<file path="src/rtl/generador_secuencia_pkg.sv">
// Shared constants, state encoding and note helper for the note-sequence generator.
// SECUENCIA_FIJA exists only when SECUENCIA_FIJA_EN is defined.
package generador_secuencia_pkg;

  localparam int ANCHO_NOTA = 3;
  localparam int NUM_NOTAS  = 10;
  localparam int ANCHO_BUS  = ANCHO_NOTA * NUM_NOTAS;

  localparam logic [15:0] SEMILLA_LFSR = 16'hACE1;
  // Taps 16,14,13,11 expressed as bit positions 15,13,12,10
  localparam logic [15:0] TAPS_LFSR    = 16'b1011_0100_0000_0000;

`ifdef SECUENCIA_FIJA_EN
  localparam logic [ANCHO_BUS-1:0] SECUENCIA_FIJA = 30'b111101111101111101111101111101;
`endif

  typedef enum logic [1:0] {
    REPOSO    = 2'd0,
    GENERANDO = 2'd1,
    LISTO     = 2'd2
  } estado_t;

  function automatic logic [ANCHO_NOTA-1:0] remap_nota(input logic [ANCHO_NOTA-1:0] valor);
    return (valor == '0) ? 3'b001 : valor;
  endfunction

endpackage

</file>
<file path="src/rtl/lfsr_notas.sv">
// Free-running 16-bit Fibonacci LFSR; exposes its low bits as a never-zero 3-bit note.
module lfsr_notas
  import generador_secuencia_pkg::*;
(
  input  logic                  clk,
  input  logic                  reset,
  output logic [ANCHO_NOTA-1:0] nota
);

  logic [15:0] lfsr;
  logic        realim;

  assign realim = ^(lfsr & TAPS_LFSR);

  always_ff @(posedge clk or negedge reset) begin
    if (!reset) lfsr <= SEMILLA_LFSR;
    else        lfsr <= {lfsr[14:0], realim};
  end

  assign nota = remap_nota(lfsr[ANCHO_NOTA-1:0]);

endmodule

</file>
<file path="src/rtl/generador_secuencia.sv">
// Generates a ten-note sequence on each rising edge of cargarSecuencia.
// Define SECUENCIA_FIJA_EN to take notes from a fixed table instead of the LFSR.
module generador_secuencia
  import generador_secuencia_pkg::*;
(
  input  logic                 clk,
  input  logic                 reset,
  input  logic                 cargarSecuencia,
  output logic [ANCHO_BUS-1:0] busNotas,
  output logic                 secuenciaLista,
  output logic                 ocupado
);

  estado_t     estado, estado_sig;
  logic [3:0]  contador;
  logic        cargar_prev;
  logic        armado;
  logic        pedido;

`ifndef SECUENCIA_FIJA_EN
  logic [ANCHO_NOTA-1:0] nota;

  lfsr_notas u_lfsr (
    .clk   (clk),
    .reset (reset),
    .nota  (nota)
  );
`endif

  // A level already high at reset release must go low before it can count as a request
  assign pedido  = cargarSecuencia & ~cargar_prev & armado;
  assign ocupado = (estado == GENERANDO);

  always_ff @(posedge clk or negedge reset) begin
    if (!reset) begin
      cargar_prev <= 1'b0;
      armado      <= 1'b0;
    end else begin
      cargar_prev <= cargarSecuencia;
      if (!cargarSecuencia) armado <= 1'b1;
    end
  end

  always_ff @(posedge clk or negedge reset) begin
    if (!reset) estado <= REPOSO;
    else        estado <= estado_sig;
  end

  always_comb begin
    estado_sig = estado;
    case (estado)
      REPOSO, LISTO: if (pedido) estado_sig = GENERANDO;
      GENERANDO: begin
        if (contador > 4'd9)       estado_sig = REPOSO;
        else if (contador == 4'd9) estado_sig = LISTO;
      end
      default: estado_sig = REPOSO;
    endcase
  end

  always_ff @(posedge clk or negedge reset) begin
    if (!reset) begin
      contador       <= 4'd0;
      busNotas       <= '0;
      secuenciaLista <= 1'b0;
    end else begin
      case (estado)
        REPOSO, LISTO: begin
          if (pedido) begin
            contador       <= 4'd0;
            secuenciaLista <= 1'b0;
          end
        end
        GENERANDO: begin
          if (contador > 4'd9) begin
            contador       <= 4'd0;
            secuenciaLista <= 1'b0;
          end else begin
            for (int i = 0; i < NUM_NOTAS; i++) begin
              if (contador == 4'(i)) begin
`ifdef SECUENCIA_FIJA_EN
                busNotas[ANCHO_NOTA*i +: ANCHO_NOTA] <= SECUENCIA_FIJA[ANCHO_NOTA*i +: ANCHO_NOTA];
`else
                busNotas[ANCHO_NOTA*i +: ANCHO_NOTA] <= nota;
`endif
              end
            end
            contador <= contador + 4'd1;
            if (contador == 4'd9) secuenciaLista <= 1'b1;
          end
        end
        default: begin
          contador       <= 4'd0;
          secuenciaLista <= 1'b0;
        end
      endcase
    end
  end

endmodule
</file>
<file path="config.mk">
export PLATFORM = sky130hd
export DESIGN_NAME = generador_secuencia
export DESIGN_NICKNAME = d
export VERILOG_FILES = /design/src/rtl/generador_secuencia_pkg.sv /design/src/rtl/lfsr_notas.sv /design/src/rtl/generador_secuencia.sv
export SDC_FILE = /design/constraint.sdc
export NUM_CORES = 1
export LEC_CHECK = 0
export CAP_MARGIN = 25
export CORE_MARGIN = 8
export CORE_UTILIZATION = 40
export DETAILED_ROUTE_END_ITERATION = 8
export PLACE_DENSITY = 0.65
export SYNTH_ARGS = -nofsm -noshare
export SYNTH_HDL_FRONTEND = slang
export SYNTH_SLANG_ARGS = --single-unit
</file>
<file path="constraint.sdc">
create_clock -name clk -period 1.55 [get_ports clk]
set_input_delay 0.465 -clock clk [delete_from_list [all_inputs] [get_ports clk]]
set_output_delay 0.465 -clock clk [all_outputs]
set_load 0.01 [all_outputs]
</file>
Figure 1. Sequential cells colored by netlist name (run 1).
The bar under the picture is 20 µm long.
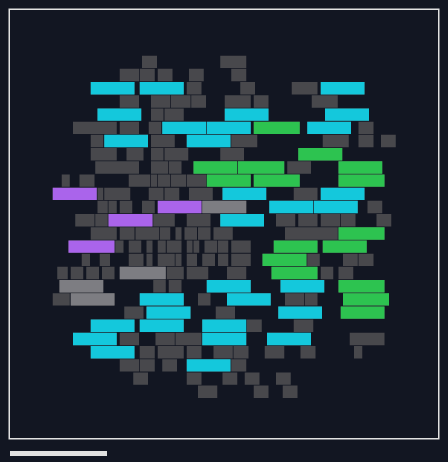
[`busNotas`] cyan | placed flops: 30
[`contador`] purple | placed flops: 4 | where: left middle
[`u_lfsr.lfsr`] green | placed flops: 16

Figure 2. M1 wires (run 1).
The bar under the picture is 20 µm long. Supply wires on this layer in gray.
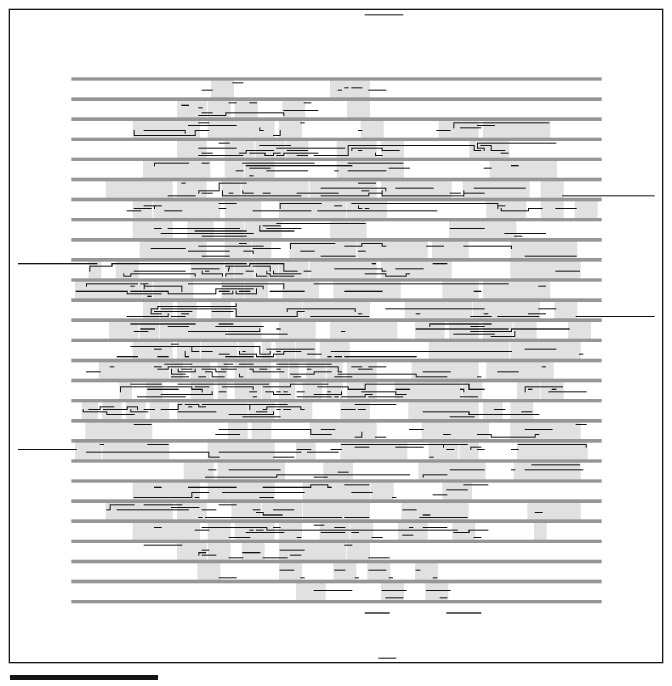
nets with wire on the layer: 181
share of all routed wire: 43%
longest straight run: 26.2 µm
wire length on this layer: 1830 µm
main direction: horizontal

Figure 3. Signal wires by layer (run 1).
Only two layers are drawn.
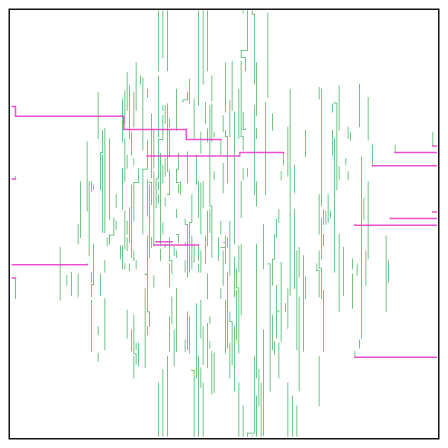
[metal 2] green | wire length: 2240 µm
[metal 3] magenta | wire length: 174 µm

Figure 4. Track usage over the die (run 1).
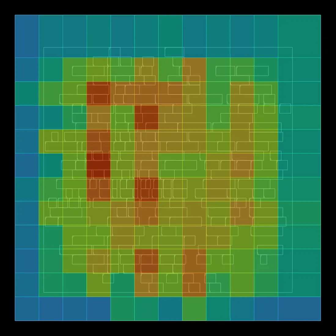
fin util: 55.62%
routed length per instance: 16.07 µm

==> impl_results.html, run 1 <==
<h3>Run summary</h3>
<table>
<tr><th>Metric</th><th>Value</th></tr>
<tr><th colspan="2">Cells and area</th></tr>
<tr><td>Dominant kind of cell by area</td><td>registers</td></tr>
<tr><td>Combinational share of cell area</td><td>27.57%</td></tr>
<tr><td>Most frequent cells in the layout</td><td>44 x sky130_fd_sc_hd__dfrtp_1, 30 x sky130_fd_sc_hd__dlygate4sd2_1, 23 x sky130_fd_sc_hd__mux2_2</td></tr>
<tr><td>Non-CTS inverters</td><td>5</td></tr>
<tr><td>Clock Buffer Count</td><td>6</td></tr>
<tr><td>Number of flip-flops and latches</td><td>54</td></tr>
<tr><th colspan="2">Synth</th></tr>
<tr><td>Largest area contributor in the netlist</td><td>sky130_fd_sc_hd__dfrtp_1</td></tr>
<tr><td>Count of library flops with an enable pin</td><td>0</td></tr>
<tr><td>Yosys stat chip area</td><td>2086 µm²</td></tr>
<tr><td>Post-synthesis instance area</td><td>2086 µm²</td></tr>
<tr><td>Fraction of the mapped netlist area in simple logic gates</td><td>8.278%</td></tr>
<tr><td>Unique cell type count in the Yosys netlist</td><td>32</td></tr>
<tr><td>Fa+ha+maj area frac</td><td>2.999%</td></tr>
<tr><td>Mapped Cells</td><td>136</td></tr>
<tr><th colspan="2">STA</th></tr>
<tr><td>Final hold vios</td><td>0</td></tr>
<tr><td>Min setup slack post-route</td><td>-95.49 ps</td></tr>
<tr><td>Number of failing setup endpoints in the final timing report</td><td>16</td></tr>
<tr><td>Post-route minimum period</td><td>1645 ps</td></tr>
<tr><th colspan="2">Floorplanning</th></tr>
<tr><td>Top-level port count</td><td>35</td></tr>
<tr><td>Die area</td><td>7781 µm²</td></tr>
<tr><td>Total number of placement rows</td><td>26</td></tr>
<tr><td>Initial core utilization</td><td>41.10%</td></tr>
<tr><td>Tapcells</td><td>70</td></tr>
<tr><td>CORE AREA</td><td>5075 µm²</td></tr>
<tr><th colspan="2">Power and ir drop</th></tr>
<tr><td>Combinational group power</td><td>0.00134 W</td></tr>
<tr><td>Internal portion of total power</td><td>0.002663 W</td></tr>
<tr><td>PnR Total Power</td><td>0.003854 W</td></tr>
<tr><td>Maximum ir drop on the vdd rail</td><td>1.122 mV</td></tr>
<tr><td>Power in the clock group</td><td>0.000908 W</td></tr>
<tr><td>Net Sw Frac</td><td>30.91%</td></tr>
<tr><th colspan="2">Critical path</th></tr>
<tr><td>Last element of the critical path</td><td>busNotas[8]$_DFFE_PN0P_</td></tr>
<tr><td>Reg2reg path depth</td><td>4</td></tr>
<tr><td>Critical path, cell by cell</td><td>nand2b_4, buf_6, or4b_4, mux2_4</td></tr>
<tr><td>Worst flop-to-flop path endpoint</td><td>busNotas[8]$_DFFE_PN0P_</td></tr>
<tr><td>Crit path buf inv count</td><td>1</td></tr>
<tr><td>Worst Path Class, Setup</td><td>reg -&gt; reg</td></tr>
<tr><td>Element type at the critical path start</td><td>register</td></tr>
<tr><td>Critical-path top delay cell</td><td>sky130_fd_sc_hd__or4b_4</td></tr>
<tr><th colspan="2">Route</th></tr>
<tr><td>Router iterations before antenna repair</td><td>4</td></tr>
<tr><td>Met1 wire length</td><td>1834 µm</td></tr>
<tr><td>Total length of routed met3 wires</td><td>173 µm</td></tr>
<tr><th colspan="2">Clock network</th></tr>
<tr><td># clock sinks</td><td>54</td></tr>
<tr><th colspan="2">Status</th></tr>
<tr><td>Run status</td><td>finished, violations left</td></tr>
<tr><td>Violations in the final reports</td><td>negative setup slack</td></tr>
<tr><th colspan="2">Run</th></tr>
<tr><td>Tool Warnings</td><td>33</td></tr>
<tr><th colspan="2">Global route</th></tr>
<tr><td>Busiest metal layer after global routing</td><td>met2</td></tr>
<tr><td>Congestion Overflow GR</td><td>0</td></tr>
<tr><td>Met1 usage</td><td>14.60%</td></tr>
<tr><td>Via count of the first global-routing pass</td><td>1386</td></tr>
<tr><th colspan="2">Place</th></tr>
<tr><td>Weighted congestion at the end of routability-driven global placement</td><td>0.8195</td></tr>
</table>
==> run 1 -> run 2 <==
==> constraint.sdc (replaced) <==
create_clock -name clk -period 1.4 [get_ports clk]
set_input_delay 0.42 -clock clk [delete_from_list [all_inputs] [get_ports clk]]
set_output_delay 0.42 -clock clk [all_outputs]
set_load 0.01 [all_outputs]
==> run 2 against run 1 <==
  * The run still ends with negative setup slack left
  * Worst setup slack worse by 120 ps
  * Worst hold slack worse by 56 ps
  * Non-clock buffer count grew 17
  * Critical path depth rose by 2
  * Global-route usage is 1.0 points higher
  * Synthesized area did not move
  * Clock power rose by about 10%
  * Highest routed layer is now met4
==> impl_results.html, run 2 <==
<h3>Run summary</h3>
<table>
<tr><th>Metric</th><th>Value</th></tr>
<tr><th colspan="2">Route</th></tr>
<tr><td>Total length of routed met3 wires</td><td>288 µm (+66%)</td></tr>
<tr><td>Met1 wire length</td><td>1944 µm (+6.0%)</td></tr>
<tr><td>Router iterations before antenna repair</td><td>4 (unchanged)</td></tr>
<tr><td>Drt via density</td><td>4.911</td></tr>
<tr><th colspan="2">STA</th></tr>
<tr><td>Min setup slack post-route</td><td>-218.8 ps (-123.4 ps)</td></tr>
<tr><td>Final hold vios</td><td>0 (unchanged)</td></tr>
<tr><td>Period utilization</td><td>115.6%</td></tr>
<tr><td>Number of failing setup endpoints in the final timing report</td><td>37 (+21)</td></tr>
<tr><th colspan="2">Critical path</th></tr>
<tr><td>CP Capture Type</td><td>register</td></tr>
<tr><td>Worst flop-to-flop path endpoint</td><td>contador[0]$_DFFE_PN0P_</td></tr>
<tr><td>Worst Path Class, Setup</td><td>reg -&gt; reg</td></tr>
<tr><td>Last element of the critical path</td><td>contador[0]$_DFFE_PN0P_</td></tr>
<tr><td>Reg2reg path depth</td><td>6 (+2)</td></tr>
<tr><td>Critical path, cell by cell</td><td>buf_6, ha_4, buf_6, nor3b_4, a211oi_4, mux2_4</td></tr>
<tr><td>Crit path buf inv count</td><td>2 (+1)</td></tr>
<tr><th colspan="2">Floorplanning</th></tr>
<tr><td>Initial core utilization</td><td>41.10% (unchanged)</td></tr>
<tr><td>CORE AREA</td><td>5075 µm² (unchanged)</td></tr>
<tr><td>Top-level port count</td><td>35 (unchanged)</td></tr>
<tr><td>Die area</td><td>7781 µm² (unchanged)</td></tr>
<tr><th colspan="2">Power and ir drop</th></tr>
<tr><td>Maximum ir drop on the vdd rail</td><td>1.314 mV (+17%)</td></tr>
<tr><td>Share of power burned in combinational logic</td><td>45.4%</td></tr>
<tr><td>Power in the clock group</td><td>0.00102 W (+10%)</td></tr>
<tr><td>Internal portion of total power</td><td>0.003486 W (+31%)</td></tr>
<tr><td>PnR Total Power</td><td>0.005119 W (+33%)</td></tr>
<tr><td>Net Sw Frac</td><td>31.90% (+0.99 points)</td></tr>
<tr><th colspan="2">Synth</th></tr>
<tr><td>Largest area contributor in the netlist</td><td>sky130_fd_sc_hd__dfrtp_1</td></tr>
<tr><td>Count of library flops with an enable pin</td><td>0 (unchanged)</td></tr>
<tr><td>Fa+ha+maj area frac</td><td>2.999% (unchanged)</td></tr>
<tr><td>Fraction of the mapped netlist area in simple logic gates</td><td>8.278% (unchanged)</td></tr>
<tr><td>Mapped Cells</td><td>136 (unchanged)</td></tr>
<tr><td>Yosys stat chip area</td><td>2086 µm² (unchanged)</td></tr>
<tr><td>Post-synthesis instance area</td><td>2086 µm² (unchanged)</td></tr>
<tr><td>Unique cell type count in the Yosys netlist</td><td>32 (unchanged)</td></tr>
<tr><th colspan="2">Cells and area</th></tr>
<tr><td>Non-CTS inverters</td><td>5 (unchanged)</td></tr>
<tr><td>Dominant kind of cell by area</td><td>registers</td></tr>
<tr><td>Clock Buffer Count</td><td>6 (unchanged)</td></tr>
<tr><td>Combinational share of cell area</td><td>29.71% (+2.1 points)</td></tr>
<tr><td>ANT cells</td><td>0</td></tr>
<tr><td>Filler cell count in the final layout</td><td>392</td></tr>
<tr><td>Most frequent cells in the layout</td><td>43 x sky130_fd_sc_hd__dfrtp_1, 27 x sky130_fd_sc_hd__buf_4, 24 x sky130_fd_sc_hd__mux2_4</td></tr>
<tr><th colspan="2">Global route</th></tr>
<tr><td>Via count of the first global-routing pass</td><td>1516 (+9.4%)</td></tr>
<tr><td>Busiest metal layer after global routing</td><td>met2</td></tr>
<tr><td>Met1 usage</td><td>14.49% (-0.11 points)</td></tr>
<tr><th colspan="2">Status</th></tr>
<tr><td>Violations in the final reports</td><td>negative setup slack</td></tr>
<tr><td>Run status</td><td>finished, violations left</td></tr>
<tr><th colspan="2">Place</th></tr>
<tr><td>Weighted congestion at the end of routability-driven global placement</td><td>0.8337 (+1.7%)</td></tr>
<tr><th colspan="2">Clock network</th></tr>
<tr><td>Total number of H-tree levels</td><td>2</td></tr>
<tr><td># clock sinks</td><td>54 (unchanged)</td></tr>
<tr><th colspan="2">Run</th></tr>
<tr><td>Tool Warnings</td><td>33 (unchanged)</td></tr>
</table>
Figure 5. Sequential cells colored by netlist name (run 2).
The bar under the picture is 20 µm long.
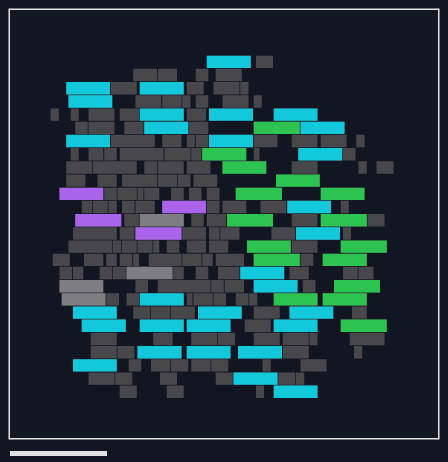
Seq area share: 43.92%
P_seq: 0.00178 W
register area: 1365 µm²
fin util: 61.24%

Figure 6. Track usage over the die (run 2).
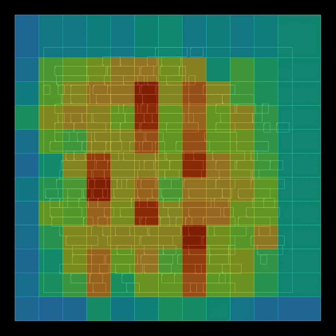
M2 GR Usage: 21.45%
routed length per instance: 16.48 µm
grt met3 use: 5.571%

==> run 2 -> run 3 <==
--- a/config.mk
+++ b/config.mk
@@ -7,9 +7,10 @@
 export LEC_CHECK = 0
 export CAP_MARGIN = 25
 export CORE_MARGIN = 8
-export CORE_UTILIZATION = 40
+export CORE_UTILIZATION = 47
 export DETAILED_ROUTE_END_ITERATION = 8
-export PLACE_DENSITY = 0.65
+export PLACE_DENSITY = 0.75
+export SLEW_MARGIN = 10
 export SYNTH_ARGS = -nofsm -noshare
 export SYNTH_HDL_FRONTEND = slang
 export SYNTH_SLANG_ARGS = --single-unit
==> run 3 against run 2 <==
  * The flow still finishes with violations (negative setup slack)
  * Register-to-register slack hardly changed
  * Via count down 1.1%
  * Clock skew up 1.3 ps
  * Global-route usage grew 3.1 points
==> impl_results.html, run 3 <==
<h3>Run summary</h3>
<table>
<tr><th>Metric</th><th>Value</th></tr>
<tr><th colspan="2">Route</th></tr>
<tr><td>Met1 wire length</td><td>2059 µm (+5.9%)</td></tr>
<tr><td>Routed length per instance</td><td>19.35 µm (+17%)</td></tr>
<tr><td>Drt via density</td><td>5.270 (+7.3%)</td></tr>
<tr><td>Total length of routed met3 wires</td><td>230 µm (-20%)</td></tr>
<tr><td>Router iterations before antenna repair</td><td>4 (unchanged)</td></tr>
<tr><th colspan="2">Power and ir drop</th></tr>
<tr><td>Net Sw Frac</td><td>33.57% (+1.7 points)</td></tr>
<tr><td>Power in the clock group</td><td>0.000822 W (-20%)</td></tr>
<tr><td>P_seq</td><td>0.00180 W (about the same)</td></tr>
<tr><td>PnR Total Power</td><td>0.004683 W (-8.5%)</td></tr>
<tr><td>Internal portion of total power</td><td>0.003111 W (-11%)</td></tr>
<tr><th colspan="2">Cells and area</th></tr>
<tr><td>Dominant kind of cell by area</td><td>registers</td></tr>
<tr><td>Seq area share</td><td>45.24% (+1.3 points)</td></tr>
<tr><td>Register area</td><td>1366 µm² (about the same)</td></tr>
<tr><td>Clock Buffer Count</td><td>8 (+2)</td></tr>
<tr><th colspan="2">Critical path</th></tr>
<tr><td>Last element of the critical path</td><td>busNotas[7]$_DFFE_PN0P_</td></tr>
<tr><td>Reg2reg path depth</td><td>4 (-2)</td></tr>
<tr><td>Crit path buf inv count</td><td>1 (-1)</td></tr>
<tr><td>Critical path, cell by cell</td><td>clkinv_4, ha_4, or4b_4, mux2_4</td></tr>
<tr><td>CP Capture Type</td><td>register</td></tr>
<tr><td>Worst flop-to-flop path endpoint</td><td>busNotas[7]$_DFFE_PN0P_</td></tr>
<tr><th colspan="2">Synth</th></tr>
<tr><td>Count of library flops with an enable pin</td><td>0 (unchanged)</td></tr>
<tr><td>Post-synthesis instance area</td><td>2086 µm² (unchanged)</td></tr>
<tr><td>Mapped Cells</td><td>136 (unchanged)</td></tr>
<tr><td>Yosys stat chip area</td><td>2086 µm² (unchanged)</td></tr>
<tr><td>Fraction of the mapped netlist area in simple logic gates</td><td>8.278% (unchanged)</td></tr>
<tr><th colspan="2">Clock network</th></tr>
<tr><td># clock sinks</td><td>54 (unchanged)</td></tr>
<tr><th colspan="2">Run</th></tr>
<tr><td>Tool Warnings</td><td>33 (unchanged)</td></tr>
<tr><th colspan="2">Status</th></tr>
<tr><td>Violations in the final reports</td><td>negative setup slack</td></tr>
<tr><td>Run status</td><td>finished, violations left</td></tr>
<tr><th colspan="2">Global route</th></tr>
<tr><td>Via count of the first global-routing pass</td><td>1516 (unchanged)</td></tr>
<tr><td>M2 GR Usage</td><td>27.17% (+5.7 points)</td></tr>
<tr><td>Met1 usage</td><td>18.72% (+4.2 points)</td></tr>
<tr><td>Grt met3 use</td><td>4.004% (-1.6 points)</td></tr>
<tr><th colspan="2">STA</th></tr>
<tr><td>Final hold vios</td><td>0 (unchanged)</td></tr>
<tr><td>Number of failing setup endpoints in the final timing report</td><td>34 (-8.1%)</td></tr>
<tr><td>Min setup slack post-route</td><td>-225.0 ps (-6.163 ps)</td></tr>
<tr><th colspan="2">Floorplanning</th></tr>
<tr><td>CORE AREA</td><td>4324 µm² (-15%)</td></tr>
<tr><th colspan="2">Place</th></tr>
<tr><td>Weighted congestion at the end of routability-driven global placement</td><td>0.8938 (+7.2%)</td></tr>
</table>
Figure 7. Sequential cells colored by netlist name (run 3).
The bar under the picture is 20 µm long.
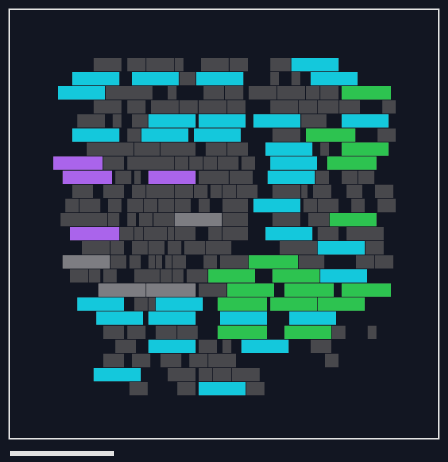
[`u_lfsr.lfsr`] green | placed flops: 16
[`busNotas`] cyan | placed flops: 30
[`contador`] purple | placed flops: 4 | where: left middle
not colored: 4

Figure 8. M1 wires (run 3).
The bar under the picture is 20 µm long. Supply wires on this layer in gray.
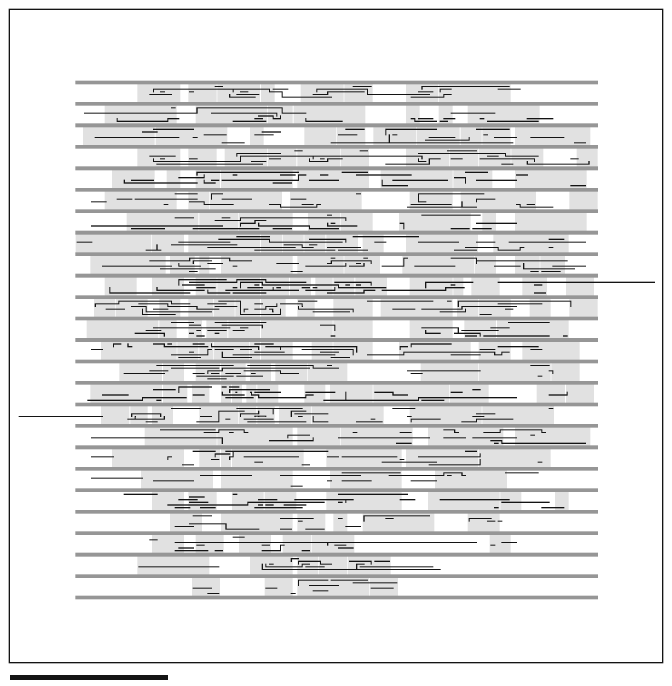
nets with wire on the layer: 197
share of all routed wire: 41%
main direction: horizontal

Power figures rest on the tool's default switching activity, not on a simulated workload.
